**src/rtl/fp_pkg.sv**
```systemverilog
// Shared types and widths for the fp_sched slice.
// The 10-bit word is sign[9], exp[8:5], mant[4:0].
package fp_pkg;

  localparam int FP_W      = 10;
  localparam int FP_EXP_W  = 4;
  localparam int FP_MANT_W = 5;

  typedef enum logic [1:0] {
    ST_IDLE = 2'd0,
    ST_LOAD = 2'd1,
    ST_RUN  = 2'd2,
    ST_DONE = 2'd3
  } fp_sched_state_t;

endpackage

```
**src/rtl/fp_sched_if.sv**
```systemverilog
// Requester and response channels of fp_sched.
// master = requester/consumer side, slave = scheduler.
interface fp_sched_if
  import fp_pkg::*;
#(
  parameter int N_REQ = 4
) ();

  localparam int IW = $clog2(N_REQ);

  logic [N_REQ-1:0]      req_valid;
  logic [N_REQ-1:0]      req_ready;
  logic [N_REQ*FP_W-1:0] req_a;
  logic [N_REQ*FP_W-1:0] req_b;
  logic                  rsp_valid;
  logic                  rsp_ready;
  logic [IW-1:0]         rsp_id;
  logic [FP_W-1:0]       rsp_data;

  modport master (
    output req_valid, req_a, req_b,
    output rsp_ready,
    input  req_ready,
    input  rsp_valid, rsp_id, rsp_data
  );

  modport slave (
    input  req_valid, req_a, req_b,
    input  rsp_ready,
    output req_ready,
    output rsp_valid, rsp_id, rsp_data
  );

endinterface

```
**src/rtl/fp_sched_rr_arb.sv**
```systemverilog
// Combinational round-robin arbiter.
// Search starts at i_ptr and wraps; first set request wins.
module rr_arb #(
  parameter int N_REQ = 4,
  parameter int IW    = $clog2(N_REQ)
) (
  input  logic [N_REQ-1:0] i_req,
  input  logic [IW-1:0]    i_ptr,
  output logic [N_REQ-1:0] o_gnt,
  output logic [IW-1:0]    o_idx
);

  int   w_j;
  logic w_hit;

  always_comb begin
    o_gnt = '0;
    o_idx = '0;
    w_hit = 1'b0;
    w_j   = 0;
    for (int k = 0; k < N_REQ; k++) begin
      w_j = int'(i_ptr) + k;
      if (w_j >= N_REQ) w_j = w_j - N_REQ;
      if (!w_hit && i_req[w_j]) begin
        w_hit      = 1'b1;
        o_gnt[w_j] = 1'b1;
        o_idx      = IW'(w_j);
      end
    end
  end

endmodule

```
**src/rtl/fp_sched.sv**
```systemverilog
// Round-robin sharing of one fp unit among N_REQ requesters.
// The unit stays in reset except while an operation runs.
module fp_sched
  import fp_pkg::*;
#(
  parameter int N_REQ  = 4,
  parameter int FP_LAT = 3
) (
  input  logic            clk,
  input  logic            rst,
  fp_sched_if.slave       bus,
  output logic [FP_W-1:0] fp_a,
  output logic [FP_W-1:0] fp_b,
  output logic            fp_rst,
  input  logic [FP_W-1:0] fp_out
);

  localparam int IW = $clog2(N_REQ);
  localparam int CW = $clog2(FP_LAT) + 1;

  fp_sched_state_t r_state;
  logic [IW-1:0]   r_ptr;
  logic [CW-1:0]   r_cnt;
  logic [FP_W-1:0] r_a;
  logic [FP_W-1:0] r_b;
  logic [IW-1:0]   r_id;
  logic [FP_W-1:0] r_data;

  logic [N_REQ-1:0] w_gnt;
  logic [IW-1:0]    w_idx;
  logic             w_take;
  logic [IW-1:0]    w_ptr_nxt;

  rr_arb #(
    .N_REQ (N_REQ),
    .IW    (IW)
  ) u_arb (
    .i_req (bus.req_valid),
    .i_ptr (r_ptr),
    .o_gnt (w_gnt),
    .o_idx (w_idx)
  );

  assign w_take    = (r_state == ST_IDLE) && (|bus.req_valid);
  assign w_ptr_nxt = (w_idx == IW'(N_REQ - 1)) ? '0 : w_idx + IW'(1);

  assign bus.req_ready = (r_state == ST_IDLE) ? w_gnt : '0;
  assign bus.rsp_valid = (r_state == ST_DONE);
  assign bus.rsp_id    = r_id;
  assign bus.rsp_data  = r_data;

  assign fp_a   = r_a;
  assign fp_b   = r_b;
  assign fp_rst = (r_state != ST_RUN);

  always_ff @(posedge clk) begin
    if (rst) begin
      r_state <= ST_IDLE;
      r_ptr   <= '0;
      r_cnt   <= '0;
      r_a     <= '0;
      r_b     <= '0;
      r_id    <= '0;
      r_data  <= '0;
    end else begin
      unique case (r_state)
        ST_IDLE: begin
          if (w_take) begin
            r_a     <= bus.req_a[w_idx*FP_W +: FP_W];
            r_b     <= bus.req_b[w_idx*FP_W +: FP_W];
            r_id    <= w_idx;
            r_ptr   <= w_ptr_nxt;
            r_state <= ST_LOAD;
          end
        end
        ST_LOAD: begin
          r_cnt   <= CW'(FP_LAT - 1);
          r_state <= ST_RUN;
        end
        ST_RUN: begin
          if (r_cnt == '0) begin
            r_data  <= fp_out;
            r_state <= ST_DONE;
          end else begin
            r_cnt <= r_cnt - CW'(1);
          end
        end
        ST_DONE: begin
          if (bus.rsp_ready) r_state <= ST_IDLE;
        end
        default: r_state <= ST_IDLE;
      endcase
    end
  end

endmodule

```
**src/flat_wrapper.sv**
```systemverilog
// flat-port wrapper written by rule: the top's interface ports become plain ports
module fp_sched_flat import fp_pkg::*;
#(
  parameter int N_REQ  = 4,
  parameter int FP_LAT = 3
)
  (clk, rst, fp_a, fp_b, fp_rst, fp_out, bus_req_valid, bus_req_a, bus_req_b, bus_rsp_ready, bus_req_ready, bus_rsp_valid, bus_rsp_id, bus_rsp_data);
  fp_sched_if #(.N_REQ(N_REQ)) bus_i ();
  input  logic clk;
  input  logic rst;
  output logic [FP_W-1:0] fp_a;
  output logic [FP_W-1:0] fp_b;
  output logic fp_rst;
  input  logic [FP_W-1:0] fp_out;
  input wire logic [$bits(bus_i.req_valid)-1:0] bus_req_valid;
  input wire logic [$bits(bus_i.req_a)-1:0] bus_req_a;
  input wire logic [$bits(bus_i.req_b)-1:0] bus_req_b;
  input wire logic [$bits(bus_i.rsp_ready)-1:0] bus_rsp_ready;
  output wire logic [$bits(bus_i.req_ready)-1:0] bus_req_ready;
  output wire logic [$bits(bus_i.rsp_valid)-1:0] bus_rsp_valid;
  output wire logic [$bits(bus_i.rsp_id)-1:0] bus_rsp_id;
  output wire logic [$bits(bus_i.rsp_data)-1:0] bus_rsp_data;
  assign bus_i.req_valid = bus_req_valid;
  assign bus_i.req_a = bus_req_a;
  assign bus_i.req_b = bus_req_b;
  assign bus_i.rsp_ready = bus_rsp_ready;
  assign bus_req_ready = bus_i.req_ready;
  assign bus_rsp_valid = bus_i.rsp_valid;
  assign bus_rsp_id = bus_i.rsp_id;
  assign bus_rsp_data = bus_i.rsp_data;
  fp_sched #(.N_REQ(N_REQ), .FP_LAT(FP_LAT)) u_core (.clk(clk), .rst(rst), .bus(bus_i), .fp_a(fp_a), .fp_b(fp_b), .fp_rst(fp_rst), .fp_out(fp_out));
endmodule
```
**config.mk**
```make
export PLATFORM = sky130hd
export DESIGN_NAME = fp_sched_flat
export DESIGN_NICKNAME = d
export VERILOG_FILES = /design/src/rtl/fp_pkg.sv /design/src/rtl/fp_sched_if.sv /design/src/rtl/fp_sched_rr_arb.sv /design/src/rtl/fp_sched.sv /design/src/flat_wrapper.sv
export SDC_FILE = /design/constraint.sdc
export NUM_CORES = 1
export LEC_CHECK = 0
export CORE_ASPECT_RATIO = 1.5
export CORE_UTILIZATION = 42
export CTS_BUF_LIST = sky130_fd_sc_hd__clkbuf_16
export DETAILED_ROUTE_END_ITERATION = 10
export PLACE_DENSITY = 0.95
export SLEW_MARGIN = 20
export SYNTH_ARGS = -nofsm -noshare
export SYNTH_HDL_FRONTEND = slang
export SYNTH_SLANG_ARGS = --single-unit
```
**constraint.sdc**
```tcl
create_clock -name clk -period 4 [get_ports clk]
set_input_delay 0.8 -clock clk [delete_from_list [all_inputs] [get_ports clk]]
set_output_delay 0.8 -clock clk [all_outputs]
set_load 0.05 [all_outputs]
```
Run 1, cells coloured by class:
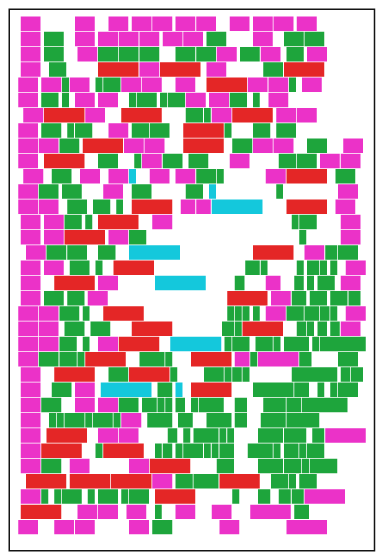
Key: green = remaining logic cells [cells 207]; red = registers [cells 39]; magenta = remaining buffers and delay cells [cells 139]; cyan = clock drivers and dummy loads [cells 8]

Run 1, metal layers overlaid:
Scale bar: 20 um.
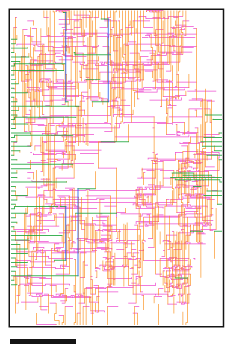
Key: orange = M2 [wire length 3860 um]; blue = M4 [wire length 95.2 um]; magenta = M1 [wire length 2650 um]; green = M3 [wire length 447 um]
mean routed wirelength per cell: 15.2 um
aggregate routed wire length: 7050 um

==> run notes, run 1 <==
With the tightest slew margin relative to the limit at 48.5%, the synthesis-to-finish area growth is 60.9%. The registers of the reported paths see a clock transition of 0.06 ns. The run gives 31.4% for the sequential share of the synthesized area.

The cell area after synthesis came out at 2490 um^2. The final timing report gives a worst setup slack of 0.262 ns. The violation count after the first detailed-route iteration came out at 96. Ranked by instance count, the synthesized netlist is headed by mux2i_1, dfxtp_1, nor2_1, nand2_1, o221ai_1. In this run, CTS created clock tree buffers numbering 5. The run gives 13 for the peak fanout along the critical path. In the final design database the tool counted 500 nets.

The fraction of the cycle the final worst path needs came out at 93.4%. By area the synthesized netlist is led by dfxtp_1, mux2i_1, o221ai_1, ha_1, nor2_1. After clock tree synthesis, the repair step resized 0 gates.

The synthesized area divided by synthesized cell count is 9.36 um^2. From left edge to right edge, the die measures 64.9 um. The total nets after synthesis was 374; the number of setup buffers added after CTS was 0. The synthesized flop and latch total came out at 39. The critical path crosses 8 cells after its start point. Looking at the setup timing report, the critical path kind is primary input to primary output. For this design, the CTS-stage hold fixing added 0 buffers. Grouping stages by cell kind, the critical path spends the most delay in buffers and inverters. Between clock sinks in the finished design, the worst skew comes to 0.00387 ns. Looking at the clock tree report, the root buffer type is clkbuf_16. The run gives 0.334 mV for the worst voltage drop across the vdd grid.

The floorplan has 34 rows. With the internal power at 1.48 mW, the final standard cell count with taps included and fillers excluded is 465. The cell type that accounts for the most area after synthesis is dfxtp_1.

The minimum setup slack after placement came out at 0.267 ns. Synthesis instantiated 38 different standard cells from the library. The number of global-route vias before repair came out at 2445.

Total power per unit cell area: 671 nW/um^2. The synthesis stats list as the most numerous cell mux2i_1. The first global-routing pass estimated 10700 um of wire. The minimum period implied by the final worst setup slack came out at 3.74 ns. The residual overflow from global routing was 0; the number of cells on the worst reg-to-reg path was 10.

Per the gpl log, the routability congestion estimate is 0.754. The total count of max-transition violations in the final report was 0; the area share of the largest cell type after synthesis was 31.4%. The transition time recorded at the tightest slew-check pin is 0.771 ns. For the total negative slack for setup checks, the log shows 0 ns. The run gives 266 for the synthesized instance count. The count of buffers added on input and output ports is 134. In the final layout, the share of cells above drive strength 1 is 5.85%. The clock sink count was 39; the timing-limited maximum frequency was 0.268 GHz.

The number of antenna violations at the first check in global routing was 0. For the count of boundary I/O pins, the log shows 135. For this run, the final setup violation count is recorded as 0. Per the skew report, the later register of the worst-skew pair sees a clock latency of 0.27 ns.

Once detailed placement completed, the half-perimeter wirelength came to 5480 um. In this run the deepest clock path goes through 2 buffers. Of the total power, registers draw 21.1%. The worst min-delay path category is flop to flop.

Per the synth stats, the proportion of register bits with asynchronous set or reset is 0%. The worst setup path is launched from a primary input. Entering global routing, the biggest net connects 44 pins. For the H-tree level count, the log shows 2. TritonCTS built the clock tree. The floorplan step records an initial core utilization of 43.3%.

The final antenna diode tally reported by the flow is 0. The worst setup path is captured at a primary output. The final-report hold violation count was 0. The data required time of the critical path is 3.20 ns, and the count of library flops with an enable pin is 0. The main flop type after synthesis is dfxtp_1. The slowest stage of the critical path belongs to the cell mux4_2.

The synth_stat.txt file lists the number of cells as 266. After layout, the design draws a total of 2.69 mW. The report gives the cell count of the worst hold path as 2. The run gives 4010 um^2 as the post-route cell area. Per the detail_route report, vias per standard cell equal 5.35.

TritonRoute reported its final design rule violation total as 0. On the worst path, the slowest cell contributes a delay of 0.65 ns. Per report_power, the clock group accounts for 13.8% of the total. The critical path goes through clkdlybuf4s50_1 -> mux4_2 -> nor2b_4 -> a22oi_1 -> nor2_1 -> a221oi_1 -> nor2b_1 -> buf_12. Summed over all cells, the static leakage comes to 1.69 nW. The switching power share of the total is 45.1%, and the height of the chip is 96.3 um. During synthesis, Yosys emitted a total of 0 warnings. The instance area after placement was 3870 um^2; the post-placement cell count was 457. Across all hold checks on the routed design, the worst slack comes to 0.465 ns.

Setup repair after global routing left no endpoint under its margin. Across the run, the number of max-cap violations was 0. The detailed-router iteration count before antenna repair is 5.

The run finished with clean final reports. The floorplan step defined a core boundary enclosing 5740 um^2. The switching component of the power was reported as 1.21 mW. The number of buffers and inverters on the critical path is 2. The synthesized netlist has a Yosys-reported chip area of 2490 um^2. Number of warnings in the stage logs: 34. The run gives 6240 um^2 for the die outline area. Per the post-route antenna check, the number of violating nets is 0. For the data arrival time at the worst-slack endpoint, the log shows 2.94 ns. The tools report the share of total power in combinational logic as 65.2%.
Run 1, signal metal coverage by tile:
Scale bar: 20 um. The die is cut into 13 by 19 equal tiles; dark blue is low, red is high, scaled to the fullest tile. Values are wire area over tile area, all layers added.
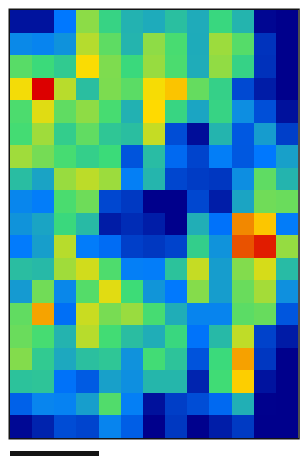
6.9% of the tiles are nearly empty. The mean over all tiles is 0.18. The fullest tile reaches 0.48.
detailed-route via count: 2489
total track usage: 21.9%

Run 1, track usage over the die:
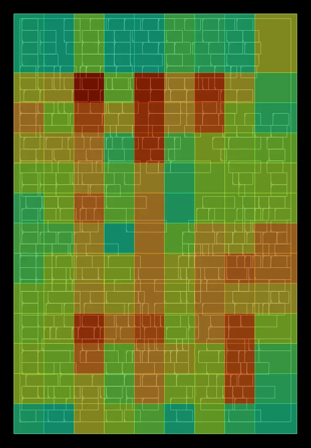
global routing met1 resource utilization: 22.1%
highest-utilization routing layer at the global route stage: met2
met2 demand-to-capacity share in global routing: 42.9%
Final Core Density: 69.7%
GR met3 Demand/Resource: 5.57%

-- run 1: sequential cells by signal, summed over array words and instances (netlist names) --
register,count
u_core.bus.rsp_data,10
u_core.bus.rsp_id,2
u_core.fp_a,10
u_core.fp_b,10
u_core.r_cnt,3
u_core.r_ptr,2
u_core.r_state,2
-- run 1: logic make-up after synthesis --
family	count (synthesis)	synth area share (%)
simple gates	80	15.8
mux	57	24.4
compound gates	49	15.5
flops	39	31.4
buf+inv	29	7.04
fa+ha+maj	11	5.53
xor+xnor	1	0.352
-- run 1: layer usage --
metal	vias to the layer above	part of all wire [%]
met4	0	1.3
met5	-	0
met3	8	6.3
met1	1162	38
met2	95	55
li1	1224	-
-- run 1: path summary, 6_finish.rpt --
check / start / to / slack [ns]
setup reg to reg: u_core.r_ptr[1] / u_core.fp_b[1] / 0.79
setup / recovery: bus_req_valid[2] / bus_req_ready[2] / 0.26
hold reg to reg: u_core.bus.rsp_id[1] / u_core.bus.rsp_id[1] / 0.47
hold / removal: u_core.bus.rsp_id[1] / u_core.bus.rsp_id[1] / 0.47
-- run 1: power by group through the flow --
stage | Clock, mW | Combinational (mW) | Sequential (mW)
6_report | 0.370 | 1.75 | 0.566
5_1_grt | 0.395 | 1.86 | 0.578
4_1_cts | 0.380 | 1.76 | 0.566
3_5_place_dp | 0 | 1.76 | 0.572
3_3_place_gp | 0 | 1.71 | 0.565
2_1_floorplan | 0 | 0.998 | 0.865
-- run 1: cells in the final DEF (no fill, tap or decap), drive strengths merged, types with 2 or more instances in the layout --
master	netlist	layout
clkbuf	7	5
clkdlybuf4s50	0	130
nor2b	6	6
o21ai	2	2
o31a	2	2
nor2	33	33
clkinv	0	2
a22oi	4	4
a221oi	5	5
dfxtp	39	39
inv	9	10
o22ai	2	2
a21oi	5	5
nor3	2	2
nand2	29	29
mux4	3	3
nand2b	4	4
mux2i	54	54
o221ai	20	20
ha	11	11
nand3	3	3
buf	13	9
a211oi	4	4
-- run 1: area by class of cell --
class,count,area [um^2]
fillers,446,1740
multi-input cells,198,1530
repair buffers,139,1430
flip-flops and latches,39,781
clock buffers,5,125
well taps,72,90.1
inverters,9,33.8
clock inverters,3,11.3
-- run 1: tightest hold or removal path, cell delays in order, from the launching register on --
cell,delay [ns]
dfxtp_1,0.30
nand2_1,0.06
a21oi_1,0.06
## Run 2: what changed since run 1
--- a/config.mk
+++ b/config.mk
@@ -13,4 +13,5 @@
 export SLEW_MARGIN = 20
 export SYNTH_ARGS = -nofsm -noshare
 export SYNTH_HDL_FRONTEND = slang
+export SYNTH_HIERARCHICAL = 1
 export SYNTH_SLANG_ARGS = --single-unit
==> run 2 against run 1 <==
Register-to-register slack better by 0.05 ns. Routed wire length up 11%. Setup slack got worse by 0.079 ns. Largest cell class unchanged. Clock power grew 37%. Worst hold slack got worse by 0.010 ns.
==> run notes, run 2 <==
The half-perimeter wire length of the detailed placement result came out at 6170 um (+12%). Share of total power in sequential cells: 18.8% (-2.3 points). The post-detailed-route via-to-cell ratio was 5.49 (+2.6%); the number of buffers added by the clock tree synthesis step was 5 (unchanged). The distinct cell type count after synthesis came out at 39 (+2.6%). The logs give 471 (-5.8%) for the final layout net count and 0 (unchanged) for the remaining routing DRC violations. The multi-input logic area was 1540 um^2 (+0.73%).

The routed wire length is 7830 um (+11%). TritonCTS built the clock tree. The startpoint type of the worst setup path was a primary input. The flow measured a signed area growth from synthesis to layout of 69.9%. The run gives 44.1% (+0.73 points) for the share of the core filled by cells before placement.

The run gives 3.20 ns (about the same) as the data required time of the critical path. The placer congestion estimate was 0.850 (+13%); the part of the total power dissipated in the clock network was 16.7% (+2.9 points). The cell sequence reported for the critical path is clkdlybuf4s50_1 -> mux4_2 -> buf_4 -> nor3_4 -> a22oi_1 -> o21ai_1 -> and2_1 -> buf_12. The run gives 39 (unchanged) as the clock sink count. The worst setup path is captured at a primary output. The logs give 6080 um^2 (-2.7%) for the die outline area and 3.03 mW (+13%) for the sum of internal, switching and leakage power. The H-tree level count was 2 (unchanged).

With the number of warnings in the stage logs at 37 (+8.8%), the final setup violation count is 0 (unchanged). Total cells reported by yosys after synthesis: 220 (-17%). With the violation count after the first detailed-route iteration at 78 (-19%), the synthesized area divided by synthesized cell count is 11.0 um^2 (+18%). The count of library flops with an enable pin works out to 0 (unchanged). For reference, the top cells by count after synthesis are dfxtp_1, mux4_2, nand2_1, a22o_1, ha_1. The tools report the data arrival time at the worst-slack endpoint as 3.02 ns (+0.08 ns). For the largest net degree at the start of global routing, the log shows 22 (-50%).

Wire length of the first global-routing pass: 12000 um (+12%). The leading area contributor after synthesis was dfxtp_1. The number of buffers on the longest clock path was 2 (unchanged). The total count of max-transition violations in the final report is 0 (unchanged), and the timing-limited maximum frequency is 0.262 GHz (-2.1%). The run gives 4110 um^2 (+2.7%) as the post-route cell area. The instance area after placement is 3920 um^2 (+1.4%), and the insertion delay at the late pin of the worst-skew pair is 0.28 ns (about the same). The number of diodes added for antenna fixing was 0 (unchanged); the total nets after synthesis was 333 (-11%). With the proportion of synthesized flip-flops having asynchronous set or reset at 0% (unchanged), the height of the chip is 95.0 um (-1.4%). The most critical min-delay path falls under flop to flop. Ranking logic cells in the layout by count gives the top entries clkdlybuf4s50_1, dfxtp_1, mux4_2, nand2_1, a22o_1. The flow ran to the end, and the final reports show no timing, DRC or antenna violations. The horizontal die size is 64.0 um (-1.3%).

The count of maximum capacitance violations is 0 (unchanged), and the total core area is 5490 um^2 (-4.4%). The library cell used most frequently in the layout, excluding fill and tap cells, is clkdlybuf4s50_1. The area share of the largest cell type after synthesis was 32.3% (+0.89 points); the number of nets still failing antenna checks after routing was 0 (unchanged). The fill cell total of the finished layout was 384 (-14%); the quantity of gates resized following cts was 0 (unchanged). The number of setup buffers added after CTS is 0 (unchanged), and the ratio of cells with drive above 1 in the final layout is 14.5% (+8.6 points). The largest stage delay on the critical path was 0.57 ns (-0.08 ns); the residual overflow from global routing was 0 (unchanged).

Cell area after synthesis: 2420 um^2 (-2.8%). The total negative slack for setup checks was 0 ns (unchanged). The transition time of the tightest slew-check pin was 0.803 ns (+0.0324 ns). The run gives 220 (-17%) as the synthesized instance count. The most common cell in the synthesized netlist is dfxtp_1. The worst setup path is of the primary input to primary output kind.

Count of boundary I/O pins: 135 (unchanged). The run gives 95.4% (+2.0 points) for the fraction of the cycle the final worst path needs. The tools report the final-report hold violation count as 0 (unchanged).

Setup repair after global routing left no endpoint under its margin. Post-synth the commonest register cell is dfxtp_1. The logs give 0.84 ns (+0.05 ns) for the reg2reg setup slack and 0.507 mV (+52%) for the worst voltage drop across the vdd grid. The share of total power in combinational logic was 64.5% (-0.7 points); the synthesized flop and latch total was 39 (unchanged).

For reference, the top cells by area after synthesis are dfxtp_1, mux4_2, ha_1, a22o_1, nand2_1. The switching power share of the total is 42.0% (-3.1 points). The clock input transition at the sequential cells of the worst setup and hold paths is 0.06 ns (about the same), and the leakage power summed over all cells is 1.55 nW (-8.3%). The floorplan row count is 33 (-2.9%), and the number of global-route vias before repair is 2494 (+2.0%).

The tools report the switching power total as 1.27 mW (+5.1%). The run gives 4 (-1) as the detailed-router iteration count before antenna repair. The minimum period implied by the final worst setup slack was 3.82 ns (+0.0792 ns).

The logs give 0 (unchanged) for the quantity of hold-fixing buffers added after cts and 2355 (-5.4%) for the detailed-route via count. The number of buffer cells added on primary ports came out at 134 (unchanged). The run gives 0.00433 ns (+0.000459 ns) for the setup clock skew after layout.

The slowest cell on the critical path is clkdlybuf4s50_1. Total of warnings raised by yosys: 6 (+6). The internal power came out at 1.76 mW (+19%). The total power per unit cell area is 737 nW/um^2 (+9.8%).

The total cell area reported by yosys after synthesis was 2420 um^2 (-2.8%). Per the CTS log, the root buffer master is clkbuf_16. The tools report the tightest slew margin relative to the limit as 46.4% (-2.0 points). Number of antenna violations at the first check in global routing: 0 (unchanged). The sequential share of the synthesized area was 32.3% (+0.89 points). Peak fanout along the critical path: 11 (-2).
[run 2: netlist changes by cell type in the layout (fill, tap and decap cells not counted), moves of 7 or more]
cell,before,now
mux2i_1,54,6
nor2_1,30,8
a22o_1,1,21
mux4_2,3,23
o221ai_1,20,0
a21oi_1,5,12
[run 2: path summary, 6_finish.rpt]
check,start,endpoint,depth (start not counted)
min reg2reg,u_core/bus.rsp_data[2],u_core/bus.rsp_data[2],2
min,u_core/bus.rsp_data[2],u_core/bus.rsp_data[2],2
max,bus_req_valid[1],bus_req_ready[1],8
max reg2reg,u_core/r_ptr[1],u_core/fp_b[7],8
[run 2: layout make-up]
| class | count | area share, % |
|---|---|---|
| Multi-Input combinational cell | 158 | 37.6 |
| Timing Repair Buffer | 145 | 35.9 |
| Sequential cell | 39 | 19.0 |
| Clock buffer | 5 | 3.04 |
| Tap cell | 70 | 2.13 |
| Clock inverter | 3 | 1.55 |
| Inverter | 9 | 0.822 |
[run 2: power groups by stage]
stage	Combinational (mW)	Clock (mW)	Sequential, mW
3_5_place_dp	1.95	0	0.574
6_report	1.95	0.506	0.568
4_1_cts	1.96	0.514	0.569
5_1_grt	2.07	0.528	0.580
2_1_floorplan	1.03	0	0.878
3_3_place_gp	1.89	0	0.569
[run 2: logic make-up after synthesis]
group	synth area share, %
DFF	32.3
muxes	25.0
adders and majority gates	8.27
and+or+nand+nor	11.2
buffers and inverters	4.76
AOI/OAI and AO/OA	18.5
[run 2: metrics by stage]
stage	std cells	util (%)	worst slack (ns)	hold slack (ns)
finish	429	74.9	0.183	0.455
global route	429	74.9	0.128	0.474
global placement	421	71.4	0.190	0.441
detailed placement	421	71.4	0.0867	0.448
CTS	429	74.9	0.194	0.457
floorplan	220	-	0.656	0.454
[run 2: layer usage]
metal	global-route usage (%)	share of wire [%]	routed length (um)	vias to the layer above
met5	0	0	0	-
met4	10.4	2.2	176	0
met3	6.52	7.7	602	14
met2	52.7	56	4410	103
met1	24.8	34	2650	1121
li1	-	-	-	1117
[run 2: critical path: cells and delay by family]
kind / cells / cell delay (ns)
buffers and inverters: 3 / 0.92
muxes: 1 / 0.57
and+or+nand+nor: 2 / 0.47
AOI/OAI and AO/OA: 2 / 0.24
Run 2, sequential cells grouped by signal name:
Scale bar: 20 um. Other sequential cells in the stronger grey, the rest of the logic in the fainter grey.
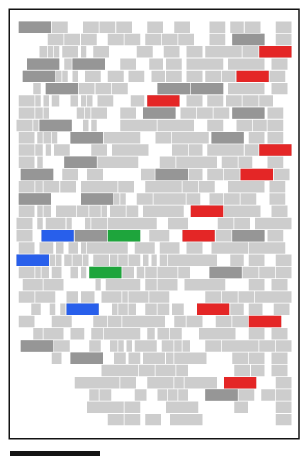
Key: red = u_core/fp_b [placed flops 10]; blue = u_core/r_cnt [placed flops 3]; green = u_core/r_ptr [placed flops 2]
Another 24 sequential cells are not coloured.
flip-flop and latch power: 568 uW
Final Core Density: 74.9%
proportion of cell area occupied by registers: 19.0%
Register Area: 781 um^2

Run 2, track usage over the die:
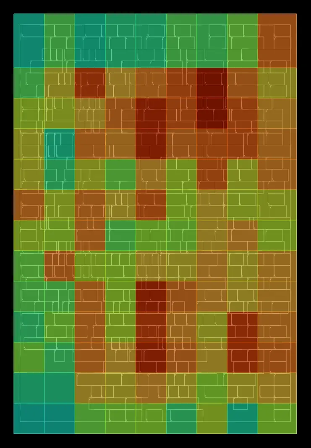
total track usage: 26.3%
global routing met1 resource utilization: 24.8%
GR met3 Demand/Resource: 6.52%
mean routed wirelength per cell: 18.3 um

## Run 3: what changed since run 2
--- a/config.mk
+++ b/config.mk
@@ -6,10 +6,13 @@
 export NUM_CORES = 1
 export LEC_CHECK = 0
 export CORE_ASPECT_RATIO = 1.5
+export CORE_MARGIN = 2
 export CORE_UTILIZATION = 42
 export CTS_BUF_LIST = sky130_fd_sc_hd__clkbuf_16
 export DETAILED_ROUTE_END_ITERATION = 10
+export MAX_ROUTING_LAYER = met4
 export PLACE_DENSITY = 0.95
+export RECOVER_POWER = 25
 export SLEW_MARGIN = 20
 export SYNTH_ARGS = -nofsm -noshare
 export SYNTH_HDL_FRONTEND = slang
==> run 3 against run 2 <==
Clock-buffer cell count did not move. Clock power down 26%. Global-route usage shrank 1.2 points. Synthesized cell count did not move.
==> run notes, run 3 <==
The run finished with clean final reports. The peak fanout along the critical path came out at 9 (-2). The wire length of the first global-routing pass was 12000 um (+0.40%).

The startpoint identified for the worst register-to-register timing path is u_core/r_ptr[1]. The run gives 32.3% (unchanged) for the sequential share of the synthesized area. The synthesized area divided by synthesized cell count was 11.0 um^2 (unchanged); the total cell area reported by yosys after synthesis was 2420 um^2 (unchanged). The top routing layer in use is met4. After synthesis, the cell types taking the most area are dfxtp_1, mux4_2, ha_1, a22o_1, nand2_1. The most used standard cell by instance count after synthesis was dfxtp_1. The clock input transition at the sequential cells of the worst setup and hold paths came out at 0.06 ns (about the same). The library cells used most frequently in the layout, excluding fill and tap cells, are clkdlybuf4s50_1, dfxtp_1, mux4_2, nand2_1, a22o_1. The minimum period implied by the final worst setup slack was 3.80 ns (-0.0130 ns).

Total power per unit cell area: 716 nW/um^2 (-2.8%). The proportion of synthesized flip-flops having asynchronous set or reset was 0% (unchanged); the distinct cell type count after synthesis was 39 (unchanged). The floorplan row count is 33 (unchanged), and the H-tree level count is 2 (unchanged).

Main flop type after synthesis: dfxtp_1. The run gives 0.27 ns (about the same) for the insertion delay at the late pin of the worst-skew pair. For the violation count after the first detailed-route iteration, the log shows 49 (-37%).

The part of the total power dissipated in the clock network is 13.0% (-3.7 points). Area share of the largest cell type after synthesis: 32.3% (unchanged). The run gives 0 (unchanged) for the count of maximum capacitance violations. The run gives 220 (unchanged) as the total cells reported by yosys after synthesis. The detailed-router iteration count before antenna repair came out at 6 (+2). The run gives 67.4% (+2.9 points) as the share of total power in combinational logic.

The run gives 406 (+5.7%) for the fill cell total of the finished layout. The remaining routing DRC violations is 0 (unchanged). Quantity of hold-fixing buffers added after cts: 0 (unchanged). The timing-limited maximum frequency is 0.263 GHz (+0.34%). The run gives 5 (unchanged) as the number of buffers added by the clock tree synthesis step. The ratio of cells with drive above 1 in the final layout was 13.3% (-1.2 points); the total count of max-transition violations in the final report was 0 (unchanged).

The leading cell type in the layout, fill and taps excluded was clkdlybuf4s50_1. The worst voltage drop across the vdd grid was 0.444 mV (-12%); the total core area was 5530 um^2 (+0.75%). The run gives 19.6% (+0.8 points) for the share of total power in sequential cells. The transition time of the tightest slew-check pin came out at 0.639 ns (-0.164 ns). The synthesized instance count was 220 (unchanged); the switching power share of the total was 44.1% (+2.1 points). The leakage power summed over all cells was 1.51 nW (-2.5%). The tools report the count of boundary I/O pins as 135 (unchanged). The tools report the residual overflow from global routing as 0 (unchanged). The die outline area is 6400 um^2 (+5.3%), and the half-perimeter wire length of the detailed placement result is 5950 um (-3.5%).

Post-detailed-route via-to-cell ratio: 5.50 (+0.23%). The final setup violation count is 0 (unchanged). The cell family contributing the most delay on the critical path is buffers and inverters. Setup repair after global routing left no endpoint under its margin. The run gives 0 (unchanged) for the number of nets still failing antenna checks after routing. The cell type that accounts for the most area after synthesis is dfxtp_1.

The cell sitting at the root of the clock tree is a clkbuf_16. The routed length on met3 came out at 664 um (+10%). The tools report the source of the worst hold timing path as u_core/bus.rsp_data[5].

For the setup clock skew after layout, the log shows 0.00429 ns (-0.0000397 ns). In this run the critical path is formed by dlygate4sd3_1 -> mux4_2 -> nand2b_4 -> nor3_4 -> a22oi_1 -> o21ai_1 -> and2_1 -> buf_12. The number of cells on the worst reg-to-reg path was 10 (+2). The number of buffers on the longest clock path was 2 (unchanged); the data required time of the critical path was 3.20 ns (about the same). The final-layout worst hold slack is 0.454 ns (-0.00110 ns), and the number of diodes added for antenna fixing is 0 (unchanged). The number of global-route vias before repair is 2547 (+2.1%), and the number of setup buffers added after CTS is 0 (unchanged). The tightest slew margin relative to the limit is 57.4% (+11 points), and the synthesized flop and latch total is 39 (unchanged).

Share of the core filled by cells before placement: 43.7% (-0.33 points). The run gives 466 (-1.1%) as the final layout net count. The largest stage delay on the critical path came out at 0.67 ns (+0.10 ns). The detailed route wirelength on metal2 was 4370 um (-0.82%). The number of antenna violations at the first check in global routing was 0 (unchanged); the fraction of the cycle the final worst path needs was 95.1% (-0.33 points). The largest net degree at the start of global routing came out at 24 (+9.1%). Between the synthesized netlist and the finished layout, the area growth was recorded as 66.4%. The placer congestion estimate came out at 0.912 (+7.2%).

With the multi-input logic area at 1540 um^2 (unchanged), the hold path depth is 2 (unchanged). Number of buffer cells added on primary ports: 134 (unchanged). The total of warnings raised by yosys is 6 (unchanged), and the switching power total is 1.27 mW (about the same).

In this run the worst hold path is classified as flop to flop. The run gives 1.02 ns (+0.18 ns) for the reg2reg setup slack. STA classifies the critical path endpoint as a primary output.

Per the STA report, the cell with the highest stage delay on the worst path is dlygate4sd3_1. The horizontal die size works out to 66.0 um (+3.1%). The internal power came out at 1.61 mW (-8.3%). The count of library flops with an enable pin is 0 (unchanged). The data arrival time at the worst-slack endpoint is 3.00 ns (-0.02 ns), and the clock sink count is 39 (unchanged). The worst hold path terminates at u_core/bus.rsp_data[5]. The total area of sequential cells was 781 um^2 (unchanged); the final-report hold violation count was 0 (unchanged). Quantity of gates resized following cts: 0 (unchanged). The worst setup path is of the primary input to primary output kind.

The run gives 97.0 um (+2.1%) for the height of the chip. The total negative slack for setup checks came out at 0 ns (unchanged). With the number of warnings in the stage logs at 37 (unchanged), the total nets after synthesis is 333 (unchanged). By count the netlist is led by dfxtp_1, mux4_2, nand2_1, a22o_1, ha_1. The tools report the critical register-to-register path endpoint as u_core/fp_a[6]. For the detailed-routing wirelength on met1, the log shows 2380 um (-10%). The startpoint type of the worst setup path was a primary input. The cell area after synthesis is 2420 um^2 (unchanged). TritonCTS built the clock tree.

The number of buffers and inverters on the critical path works out to 2 (-1).
## run 3: cell counts after synthesis
No cell type changed its count.
## run 3: metal layers
layer	vias up	track usage, %
met5	-	-
met4	0	6.91
met3	12	6.86
met2	106	49.0
met1	1114	22.5
li1	1101	-
## run 3: worst min-delay path, cell delays in order (launching register included)
cell	delay, ns
dfxtp_1	0.30
nand2_1	0.05
a21oi_1	0.05
## run 3: logic make-up (layout without fill, tap and decap cells)
kind of cell    count (synthesis)  after routing  share of synthesized area (%)
mux                            30             30                           25.0
flops                          39             39                           32.3
buf+inv                        23            157                           4.76
fa+ha+maj                      16             16                           8.27
compound gates                 60             60                           18.5
simple gates                   52             52                           11.2
## run 3: layout make-up
cell class | count | share of cell area (%)
repair buffers | 140 | 35.7
multi-input cells | 158 | 38.3
flip-flops and latches | 39 | 19.4
inverters | 9 | 0.839
clock inverters | 3 | 0.404
clock buffers | 5 | 3.11
well taps | 70 | 2.18
## run 3: how the worst max path moves through the flow
stage	start	to	depth (start not counted)	slack [ns]
floorplan	u_core/r_ptr[0]	u_core/fp_a[8]	9	0.66
global placement	bus_req_valid[1]	bus_req_ready[0]	8	0.39
detailed placement	bus_req_valid[1]	bus_req_ready[2]	8	0.29
CTS	bus_req_valid[1]	bus_req_ready[2]	8	0.28
global route	bus_req_valid[1]	bus_req_ready[2]	8	0.07
finish	bus_req_valid[1]	bus_req_ready[2]	8	0.20
## run 3: power by group through the flow
stage,Clock (mW),Combinational (mW),Sequential [mW]
after floorplan,0,1.03,0.878
after global placement,0,1.89,0.565
after detailed placement,0,1.94,0.573
after CTS,0.386,1.96,0.565
after global routing,0.401,2.07,0.577
final,0.375,1.94,0.564
## run 3: metrics by stage
stage	area (um^2)	total power, mW	setup WS [ns]	utilization (%)	std cells
4_1_cts	4030	2.91	0.282	72.8	424
5_1_grt	4030	3.05	0.0749	72.8	424
3_5_place_dp	3880	2.51	0.290	70.2	416
6_report	4030	2.88	0.196	72.8	424
2_1_floorplan	2420	1.91	0.656	-	220
3_3_place_gp	3880	2.45	0.394	70.2	416
Run 3, signal metal coverage by tile:
Scale bar: 20 um. The die is cut into 13 by 19 equal tiles; dark blue is low, red is high, scaled to the fullest tile. Values are wire area over tile area, all layers added.
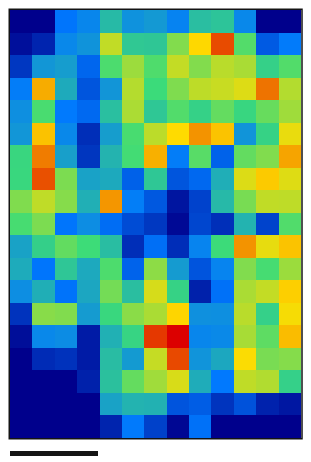
The mean over all tiles is 0.19. 38% of the tiles are over half the peak. The fullest tile reaches 0.48. 8.9% of the tiles are nearly empty.
total track usage: 25.1%
mean routed wirelength per cell: 17.8 um
detailed-route via count: 2333
aggregate routed wire length: 7560 um

Run 3, cells coloured by class:
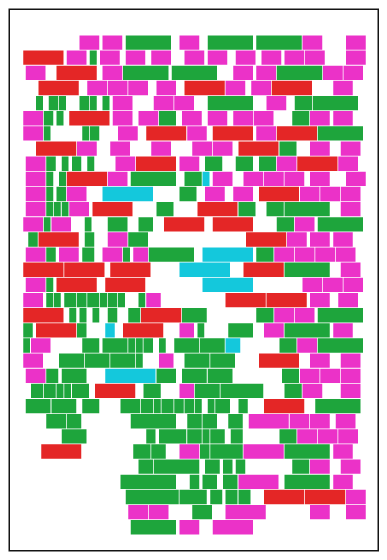
Key: green = remaining logic cells [cells 167]; red = registers [cells 39]; cyan = clock drivers and dummy loads [cells 8]; magenta = remaining buffers and delay cells [cells 140]

Power is estimated from default activity; no workload was simulated.
